## src/rtl/pc_fetch_unit.sv

```systemverilog
// Instruction-fetch stage: owns the PC, captures instructions into IR, applies decode redirects.
// Optional performance counters enabled with `define FETCH_PERF_CNT_EN.
module pc_fetch_unit #(
  parameter logic [31:0] RESET_PC = 32'h0000_0000,
  parameter logic [31:0] NOP_INST = 32'h0000_0000
) (
  input  logic        Clk,
  input  logic        Rst_n,
  input  logic        Stall,
  input  logic        Branch,
  input  logic [15:0] BrImm,
  input  logic        Jump,
  input  logic [25:0] JTarget,
  input  logic        Halt,
  input  logic [31:0] Inst,
  output logic [31:0] Addr,
  output logic [31:0] IR,
  output logic [31:0] IRPC4,
  output logic        IRValid,
`ifdef FETCH_PERF_CNT_EN
  output logic [31:0] FetchCnt,
  output logic [31:0] StallCnt,
`endif
  output logic        Halted
);

  typedef enum logic [1:0] {
    ST_BOOT,
    ST_RUN,
    ST_HALTED
  } state_e;

  state_e      state_q, state_d;
  logic [31:0] pc_q, pc_d;
  logic [31:0] ir_q, ir_d;
  logic [31:0] irpc4_q, irpc4_d;
  logic        irvalid_q, irvalid_d;
  logic [31:0] br_off;
  logic [31:0] pc_plus4;

  assign br_off   = {{14{BrImm[15]}}, BrImm, 2'b00};
  assign pc_plus4 = pc_q + 32'd4;

  always_ff @(posedge Clk or negedge Rst_n) begin
    if (!Rst_n) begin
      state_q   <= ST_BOOT;
      pc_q      <= RESET_PC;
      ir_q      <= NOP_INST;
      irpc4_q   <= '0;
      irvalid_q <= 1'b0;
    end else begin
      state_q   <= state_d;
      pc_q      <= pc_d;
      ir_q      <= ir_d;
      irpc4_q   <= irpc4_d;
      irvalid_q <= irvalid_d;
    end
  end

  always_comb begin
    state_d   = state_q;
    pc_d      = pc_q;
    ir_d      = ir_q;
    irpc4_d   = irpc4_q;
    irvalid_d = irvalid_q;
    unique case (state_q)
      ST_BOOT: state_d = ST_RUN;
      ST_RUN: begin
        if (Stall) begin
          state_d = ST_RUN;
        end else if (Halt && irvalid_q) begin
          state_d   = ST_HALTED;
          ir_d      = NOP_INST;
          irvalid_d = 1'b0;
        end else if (Jump && irvalid_q) begin
          pc_d      = {irpc4_q[31:28], JTarget, 2'b00};
          ir_d      = NOP_INST;
          irvalid_d = 1'b0;
        end else if (Branch && irvalid_q) begin
          pc_d      = irpc4_q + br_off;
          ir_d      = NOP_INST;
          irvalid_d = 1'b0;
        end else begin
          ir_d      = Inst;
          irpc4_d   = pc_plus4;
          irvalid_d = 1'b1;
          pc_d      = pc_plus4;
        end
      end
      ST_HALTED: state_d = ST_HALTED;
      default:   state_d = ST_BOOT;
    endcase
  end

  assign Addr    = pc_q;
  assign IR      = ir_q;
  assign IRPC4   = irpc4_q;
  assign IRValid = irvalid_q;
  assign Halted  = (state_q == ST_HALTED);

`ifdef FETCH_PERF_CNT_EN
  logic [31:0] fetch_cnt_q, stall_cnt_q;
  logic        run_fetch, run_stall;

  assign run_stall = (state_q == ST_RUN) && Stall;
  assign run_fetch = (state_q == ST_RUN) && !Stall &&
                     !(irvalid_q && (Halt || Jump || Branch));

  always_ff @(posedge Clk or negedge Rst_n) begin
    if (!Rst_n) begin
      fetch_cnt_q <= '0;
      stall_cnt_q <= '0;
    end else begin
      if (run_fetch) fetch_cnt_q <= fetch_cnt_q + 32'd1;
      if (run_stall) stall_cnt_q <= stall_cnt_q + 32'd1;
    end
  end

  assign FetchCnt = fetch_cnt_q;
  assign StallCnt = stall_cnt_q;
`endif

endmodule

```

## config.mk

```make
export PLATFORM = sky130hd
export DESIGN_NAME = pc_fetch_unit
export DESIGN_NICKNAME = d
export VERILOG_FILES = /design/src/rtl/pc_fetch_unit.sv
export SDC_FILE = /design/constraint.sdc
export NUM_CORES = 1
export LEC_CHECK = 0
export CORE_UTILIZATION = 49
export DETAILED_ROUTE_END_ITERATION = 8
export HOLD_SLACK_MARGIN = 0.02
export PLACE_DENSITY = 0.83
export SYNTH_ARGS = -nofsm -noshare
export SYNTH_HDL_FRONTEND = slang
export SYNTH_SLANG_ARGS = --single-unit
```

## constraint.sdc

```tcl
create_clock -name Clk -period 3.72 [get_ports Clk]
set_input_delay 0.558 -clock Clk [delete_from_list [all_inputs] [get_ports Clk]]
set_output_delay 0.558 -clock Clk [all_outputs]
set_load 0.02 [all_outputs]
```

==> flow_metrics.py <==
# Flow results
metrics = {
    "yosys": {
        "floorplan.nets": 871,
        "ys_seq_share_pct": 38.08,
        "yosys-top-cells-count": "nand2_1, dfrtp_1, o21ai_0",
        "avgSynthCellArea_sq_um": 8.559,
        "yosys_most_used_dff": "dfrtp_1",
        "syn_inst": 760,
        "ys_chip_area_sq_um": 6505,
        "synthDistinctLibCells": 62,
        "synth-warning-count": 0,
        "top_cell_area_share_pct": 38.08,
        "ys_cells": 760,
        "synth.largest_area_cell": "dfrtp_1",
    },
    "power": {
        "p_leak_nw": 3.737,
        "clock_power_share_pct": 13.0,
        "p_sw_share_pct": 45.95,
        "p_seq_share_pct": 28.7,
        "ir_worst_vdd_mv": 0.4091,
        "p_comb_share_pct": 58.3,
        "p_sw_mw": 3.354,
    },
    "final_timing": {
        "max_freq_mhz": 313.8,
        "max_slew_margin_pct": 32.24,
        "setup_viol": 0,
        "setup_tns_ns": 0,
        "post-route-min-period_ns": 3.187,
        "tightest_slew_ns": 1.007,
        "rsz0062_at_grt": "false",
    },
    "detailed_routing": {
        "dr.pass1.iters": 6,
        "ant_nets": 0,
    },
    "global_route": {
        "antenna_found_initial": 0,
        "grt_overflow": 0,
    },
    "floorplanning": {
        "die_area_sq_um": 13740,
        "initial_utilization_pct": 50.93,
        "ioPinCount": 178,
        "die-height_um": 117.2,
    },
    "critical_path": {
        "crit_end": "Addr[28]",
        "reg2reg_to": "Addr[28]",
        "crit_type": "primary input to flop",
        "r2r_slack_ns": 0.75,
        "critPathLaunch": "BrImm[0]",
    },
    "worst_hold_path": {
        "hold_path.class": "primary input to asynchronous set/reset pin",
    },
    "final_layout": {
        "fillers": 1041,
        "layout-drive-gt1-share_pct": 5.376,
        "design_area_sq_um": 8766,
        "layout_top_cell": "clkdlybuf4s50_1",
    },
    "job": {
        "tool_warnings": 26,
    },
    "clocking": {
        "cts_buffer_depth": 2,
        "root_buffer": "clkbuf_16",
        "cts_buffers": 9,
        "cts_resized": 0,
        "insertion_delay_ns": 0.36,
        "cts_tree": "built",
    },
    "placed_design": {
        "dpl-instance-area_sq_um": 8479,
        "dp_hpwl_um": 15520,
    },
    "run_status": {
        "status": "complete, no violations",
    },
}
[critical path: stages]
cell and delay (ns):
clkdlybuf4s50_1 0.40, ha_1 0.22, fa_1 0.42, a21o_1 0.22, a221o_1 0.35, a31oi_1 0.27
buf_4 0.18, o211ai_1 0.21, a41oi_1 0.33, xor2_1 0.17, o21ai_0 0.08
[power by group through the flow]
stage	logic [mW]	clock network (mW)	registers, mW
final	4.26	0.946	2.10
after global routing	4.63	1.00	2.16
after CTS	4.22	0.947	2.08
after detailed placement	4.20	0	2.09
after global placement	4.14	0	2.09
after floorplan	2.14	0	2.44
[layer usage]
layer,wire (um),global-route usage (%),vias to the layer above
met4,694,13.92,0
met5,0,0,-
met1,8415,39.62,3119
li1,-,-,3101
met3,2034,6.643,60
met2,9570,50.31,377
[area by class of cell]
type	instances	area, sq um	share of cell area [%]
Multi-Input combinational cell	610	3834	43.73
Clock buffer	11	232.7	2.655
Timing Repair Buffer	198	1927	21.98
Sequential cell	99	2477	28.26
Tap cell	172	215.2	2.455
Clock inverter	5	53.80	0.6138
Inverter	7	26.28	0.2997
[cell families (layout without fill, tap and decap cells)]
group,after synthesis,count (layout),share of synthesized area (%)
AOI/OAI and AO/OA,263,263,26.20
and+or+nand+nor,262,262,19.16
muxes,4,4,0.6347
xor gates and xnor gates,50,50,6.732
buffers and inverters,51,221,3.116
DFF,99,99,38.08
adders and majority gates,31,31,6.078
[state kept, by name, summed over array words and instances, names as in the netlist]
register / count
Addr: 32
IRValid: 1
state_q: 2
IRPC4: 32
IR: 32
[through the flow]
stage	utilization, %	std cells	setup WS (ns)
floorplan	-	760	0.8208
global placement	66.38	1086	0.2635
detailed placement	66.38	1086	0.2021
CTS	68.63	1102	0.5269
global route	68.63	1102	0.4354
finish	68.63	1102	0.5329
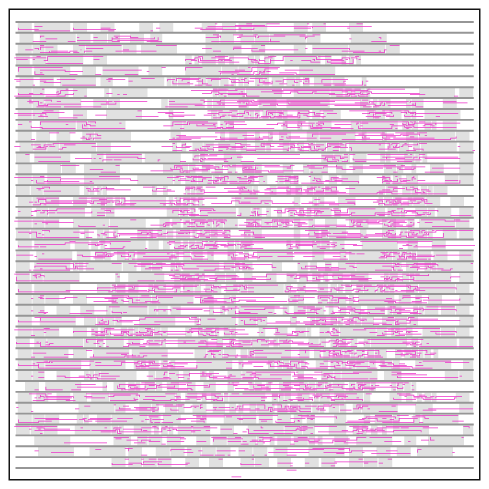
(signal wires on met1)
(4 px per um) Supply wires on this layer in gray. Cells faint in the background.
wire length on this layer = 8420 um
longest straight run = 42.3 um
nets with wire on the layer = 899

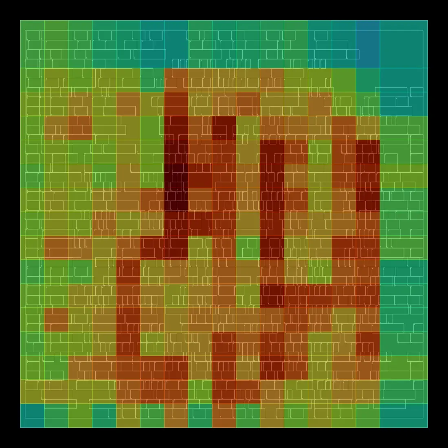
(routing congestion)
M3 GR Usage: 6.643%
total track usage: 30.96%

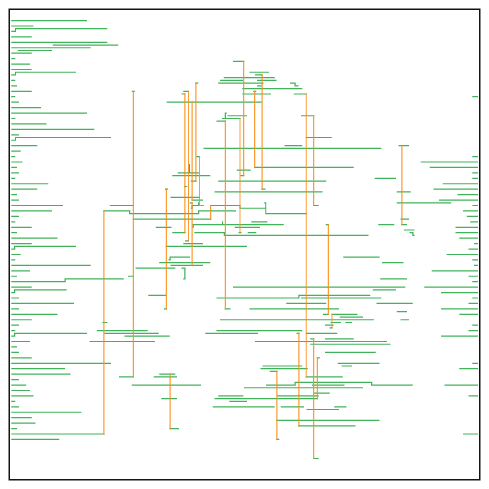
(routed metal, one color a layer)
(4 px per um) Two of the layers only.
green -> M3  # wire length 2030 um
orange -> M4  # wire length 695 um
wire length per cell: 18.80 um
DR vias: 6657
Post-Route WL: 20710 um

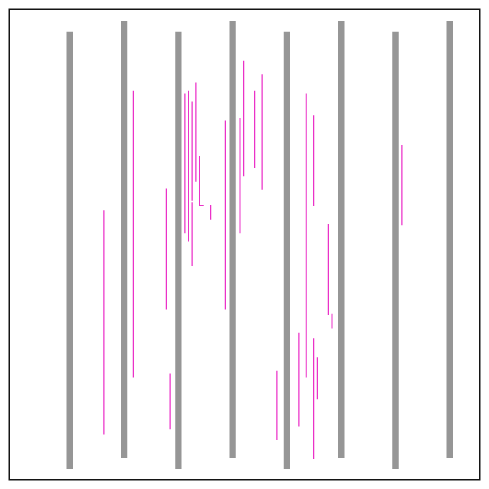
(metal 4)
(4 px per um) Supply wires on this layer in gray.
nets with wire on the layer = 23
share of all routed wire = 3.4%
main direction = vertical
longest straight run = 71.4 um
wire length on this layer = 695 um

Power is estimated from default activity; no workload was simulated.
